Figure 1. The metal 3 layer.
Scale: 1.5 px per um.
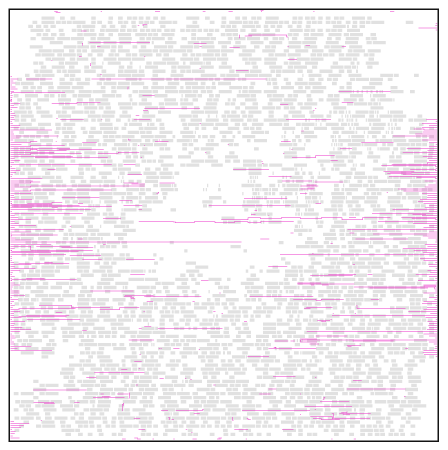
Figure 2. Clock nets.
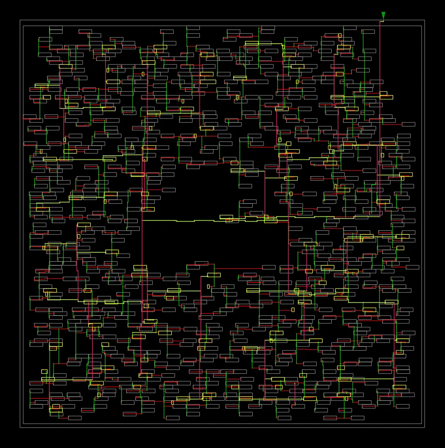
Figure 3. M4 wires.
Scale: 1 px per um. Supply wires on this layer in gray.
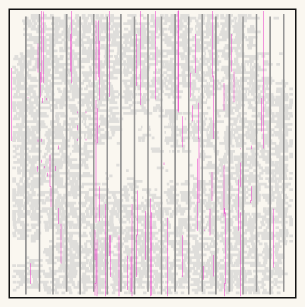
Figure 4. Pin placement.
Scale: 1 px per um. Pins as bars across the die edge, other pins in gray.
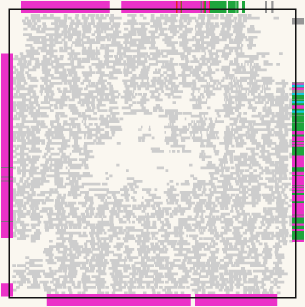
==> src/rtl/ai_pkg.sv <==
// Shared constants and types for the battleship AI target selector.
package ai_pkg;

  localparam int CELLS = 100;
  localparam int GRID  = 10;
  localparam int DW    = 6;
  localparam int IW    = $clog2(CELLS);

  typedef logic [DW-1:0]        dens_t;
  typedef dens_t [CELLS-1:0]    dens_map_t;

  typedef enum logic [1:0] {IDLE, SCAN, HOLD} sel_state_t;

  typedef struct packed {
    logic          found;
    dens_t         val;
    logic [IW-1:0] idx;
    logic [3:0]    row;
    logic [3:0]    col;
  } best_t;

endpackage

==> src/rtl/ai_max_tracker.sv <==
// Running maximum over scanned cells; ties keep the earliest (lowest-index) cell.
module ai_max_tracker
  import ai_pkg::*;
(
  input  logic          clk,
  input  logic          rst_n,
  input  logic          clear,
  input  logic          en,
  input  logic          cand,
  input  dens_t         val,
  input  logic [IW-1:0] idx,
  input  logic [3:0]    row,
  input  logic [3:0]    col,
  output best_t         best_nxt
);

  best_t best_q;

  // The next value is exported so the final cell's update is visible on the scan's last edge.
  always_comb begin
    best_nxt = best_q;
    if (clear) begin
      best_nxt = '0;
    end else if (en && cand && (!best_q.found || val > best_q.val)) begin
      best_nxt.found = 1'b1;
      best_nxt.val   = val;
      best_nxt.idx   = idx;
      best_nxt.row   = row;
      best_nxt.col   = col;
    end
  end

  always_ff @(posedge clk or negedge rst_n) begin
    if (!rst_n) best_q <= '0;
    else        best_q <= best_nxt;
  end

endmodule

==> src/rtl/ai_target_select.sv <==
// Snapshots the density map on start, scans one cell per cycle and offers the
// densest unfired cell as the next shot over a valid/ready handshake.
module ai_target_select
  import ai_pkg::*;
(
  input  logic                  clk,
  input  logic                  rst_n,
  input  logic                  start,
  input  dens_map_t             density,
  input  logic [CELLS-1:0]      fired,
  output logic                  busy,
  output logic                  target_valid,
  input  logic                  target_ready,
  output logic [IW-1:0]         target_idx,
  output logic [3:0]            target_row,
  output logic [3:0]            target_col,
  output dens_t                 target_density,
  output logic                  no_target
);

  sel_state_t       state;
  dens_map_t        dens_q;
  logic [CELLS-1:0] fired_q;
  logic [IW-1:0]    idx_cnt;
  logic [3:0]       row_cnt;
  logic [3:0]       col_cnt;
  best_t            best_nxt;
  logic             trk_clear;
  logic             trk_en;

  assign trk_clear = (state == IDLE) && start;
  assign trk_en    = (state == SCAN);

  ai_max_tracker u_trk (
    .clk      (clk),
    .rst_n    (rst_n),
    .clear    (trk_clear),
    .en       (trk_en),
    .cand     (!fired_q[idx_cnt]),
    .val      (dens_q[idx_cnt]),
    .idx      (idx_cnt),
    .row      (row_cnt),
    .col      (col_cnt),
    .best_nxt (best_nxt)
  );

  always_ff @(posedge clk or negedge rst_n) begin
    if (!rst_n) begin
      state          <= IDLE;
      dens_q         <= '0;
      fired_q        <= '0;
      idx_cnt        <= '0;
      row_cnt        <= '0;
      col_cnt        <= '0;
      busy           <= 1'b0;
      target_valid   <= 1'b0;
      target_idx     <= '0;
      target_row     <= '0;
      target_col     <= '0;
      target_density <= '0;
      no_target      <= 1'b0;
    end else begin
      unique case (state)
        IDLE: begin
          if (start) begin
            dens_q  <= density;
            fired_q <= fired;
            idx_cnt <= '0;
            row_cnt <= '0;
            col_cnt <= '0;
            busy    <= 1'b1;
            state   <= SCAN;
          end
        end
        SCAN: begin
          if (idx_cnt == IW'(CELLS - 1)) begin
            // Counter stops at the last cell; leaving SCAN is what bounds it.
            target_valid   <= 1'b1;
            target_idx     <= best_nxt.idx;
            target_row     <= best_nxt.row;
            target_col     <= best_nxt.col;
            target_density <= best_nxt.val;
            no_target      <= !best_nxt.found;
            state          <= HOLD;
          end else begin
            idx_cnt <= idx_cnt + 1'b1;
            if (col_cnt == 4'(GRID - 1)) begin
              col_cnt <= '0;
              row_cnt <= row_cnt + 1'b1;
            end else begin
              col_cnt <= col_cnt + 1'b1;
            end
          end
        end
        HOLD: begin
          if (target_ready) begin
            target_valid <= 1'b0;
            busy         <= 1'b0;
            state        <= IDLE;
          end
        end
        default: state <= IDLE;
      endcase
    end
  end

endmodule

==> config.mk <==
export PLATFORM = sky130hd
export DESIGN_NAME = ai_target_select
export DESIGN_NICKNAME = d
export VERILOG_FILES = /design/src/rtl/ai_pkg.sv /design/src/rtl/ai_max_tracker.sv /design/src/rtl/ai_target_select.sv
export SDC_FILE = /design/constraint.sdc
export NUM_CORES = 2
export LEC_CHECK = 0
export ABC_CLOCK_PERIOD_IN_PS = 8550
export CORE_AREA = 2 2 283 285
export CTS_CLUSTER_SIZE = 12
export DETAILED_ROUTE_END_ITERATION = 12
export DIE_AREA = 0 0 285 287
export PLACE_DENSITY = 0.67
export REMOVE_ABC_BUFFERS = 1
export SYNTH_ARGS = -nofsm -noshare
export SYNTH_HDL_FRONTEND = slang
export SYNTH_SLANG_ARGS = --single-unit
==> constraint.sdc <==
create_clock -name clk -period 8.55 [get_ports clk]
set_input_delay 1.71 -clock clk [delete_from_list [all_inputs] [get_ports clk]]
set_output_delay 1.71 -clock clk [all_outputs]
set_load 0.02 [all_outputs]
==> impl_metrics.py <==
# Synthesis and PnR figures
metrics = {
    "cells_and_area": {
        "multi_input_comb_cells": 1288,
        "regArea_um2": 19100,
        "layout.nonclk_buf_share_pct": 16.6,
        "comb_area_share_pct": 31.8,
        "final-clk-cell-share_pct": 6.14,
        "lay_top_cells": "758 x dfrtp_1, 729 x mux2_2, 726 x clkdlybuf4s50_1",
        "sh_seq_area_pct": 42.1,
        "largestClassByArea": "flip-flops and latches",
        "final-comb-area_um2": 14400,
        "stdcell_area_um2": 45400,
        "finalNonFillerCells": 4068,
        "syn_to_final_growth_pct": 31.6,
        "diodes": 51,
        "lay_top_count": "dfrtp_1",
    },
    "power": {
        "clkPwrFrac_pct": 22.4,
        "clk-power_uw": 3660,
        "p_sw_share_pct": 32.2,
        "ir_drop_mv": 0.283,
        "seqPwrFrac_pct": 40.0,
        "p_int_uw": 11100,
    },
    "global_route": {
        "antenna_found_initial": 66,
        "gr-total-overflow": 0,
        "track_usage_pct": 26.4,
        "grt_max_degree": 189,
    },
    "floorplanning": {
        "core-area_um2": 78600,
    },
    "min_path": {
        "hp-class": "flip-flop to flip-flop",
    },
    "placement": {
        "place_ws_ns": 3.33,
    },
    "setup_path": {
        "crit_slowest_cell": "dfrtp_4",
        "critical_path.max_fanout": 40,
        "crit_top_cell": "buf_4",
    },
    "job": {
        "warnings": 44,
    },
    "sta": {
        "hold_violations": 0,
        "timing.hold.ws_ns": 0.485,
        "slew_viol_final": 0,
        "fin_crit_sh_pct": 61.0,
        "rsz0062_at_grt": "false",
    },
    "synthesis": {
        "ys_cells": 2215,
        "synth-edff-count": 0,
        "netlist.top_cell.by_area": "dfrtp_1",
        "ys_area_um2": 34500,
        "synthFlopType": "dfrtp_1",
        "synth-compound-area-share_pct": 3.40,
        "syn_area_per_cell_um2": 15.6,
    },
    "clocking": {
        "worstSkewPairLatency_ns": 0.63,
        "cts.htree.levels": 3,
        "clk_pin_slew_worst_paths_ns": 0.06,
    },
    "drt": {
        "wl_met1_um": 43100,
        "wire_per_inst_um": 26.8,
        "dr.pass1.iters": 5,
        "final_antenna_net_count": 0,
        "route.detailed.drc": 0,
    },
    "status": {
        "status": "finished clean",
    },
}
Notes on Figure 1 above:
longest straight run	154 um
nets with wire on the layer	388
main direction	horizontal

Notes on Figure 2 above:
CLK BUF: 126
Layout Skew: 0.0194 ns

Notes on Figure 3 above:
share of all routed wire	3.3%
wire length on this layer	3540 um
nets with wire on the layer	60
longest straight run	137 um
drt total wl: 109000 um
vias after detailed routing: 22.3k

Notes on Figure 4 above:
port	color	pins	direction	edge
density	magenta	600	input	243 bottom, 171 top, 140 left, 46 right
target_row	cyan	4	output	right
fired	green	100	input	60 right, 36 top, 4 left
target_density	red	6	output	top
all pins by edge	243 bottom, 220 top, 144 left, 121 right
Die Y-Extent: 287 um
Die X: 285 um

[final timing paths]
check	from	endpoint	slack [ns]	cells past startpoint
min reg2reg	target_idx[6]	target_idx[6]	0.48	2
max reg2reg	idx_cnt[0]	u_trk.best_q[10]	3.34	15
min in group asynchronous	rst_n	fired_q[89]	1.12	1
max	idx_cnt[0]	u_trk.best_q[10]	3.34	15
min	target_idx[6]	target_idx[6]	0.48	2
max in group asynchronous	rst_n	dens_q[75]	5.48	3
[flip-flops by register name, summed over array words and instances (netlist names), 2 cells and up]
| signal | cells |
|---|---|
| row_cnt | 4 |
| target_row | 4 |
| target_idx | 7 |
| idx_cnt | 7 |
| target_density | 6 |
| u_trk.best_q | 22 |
| state | 2 |
| fired_q | 100 |
| col_cnt | 4 |
| dens_q | 600 |
| target_col | 4 |
Power is estimated from default activity; no workload was simulated.
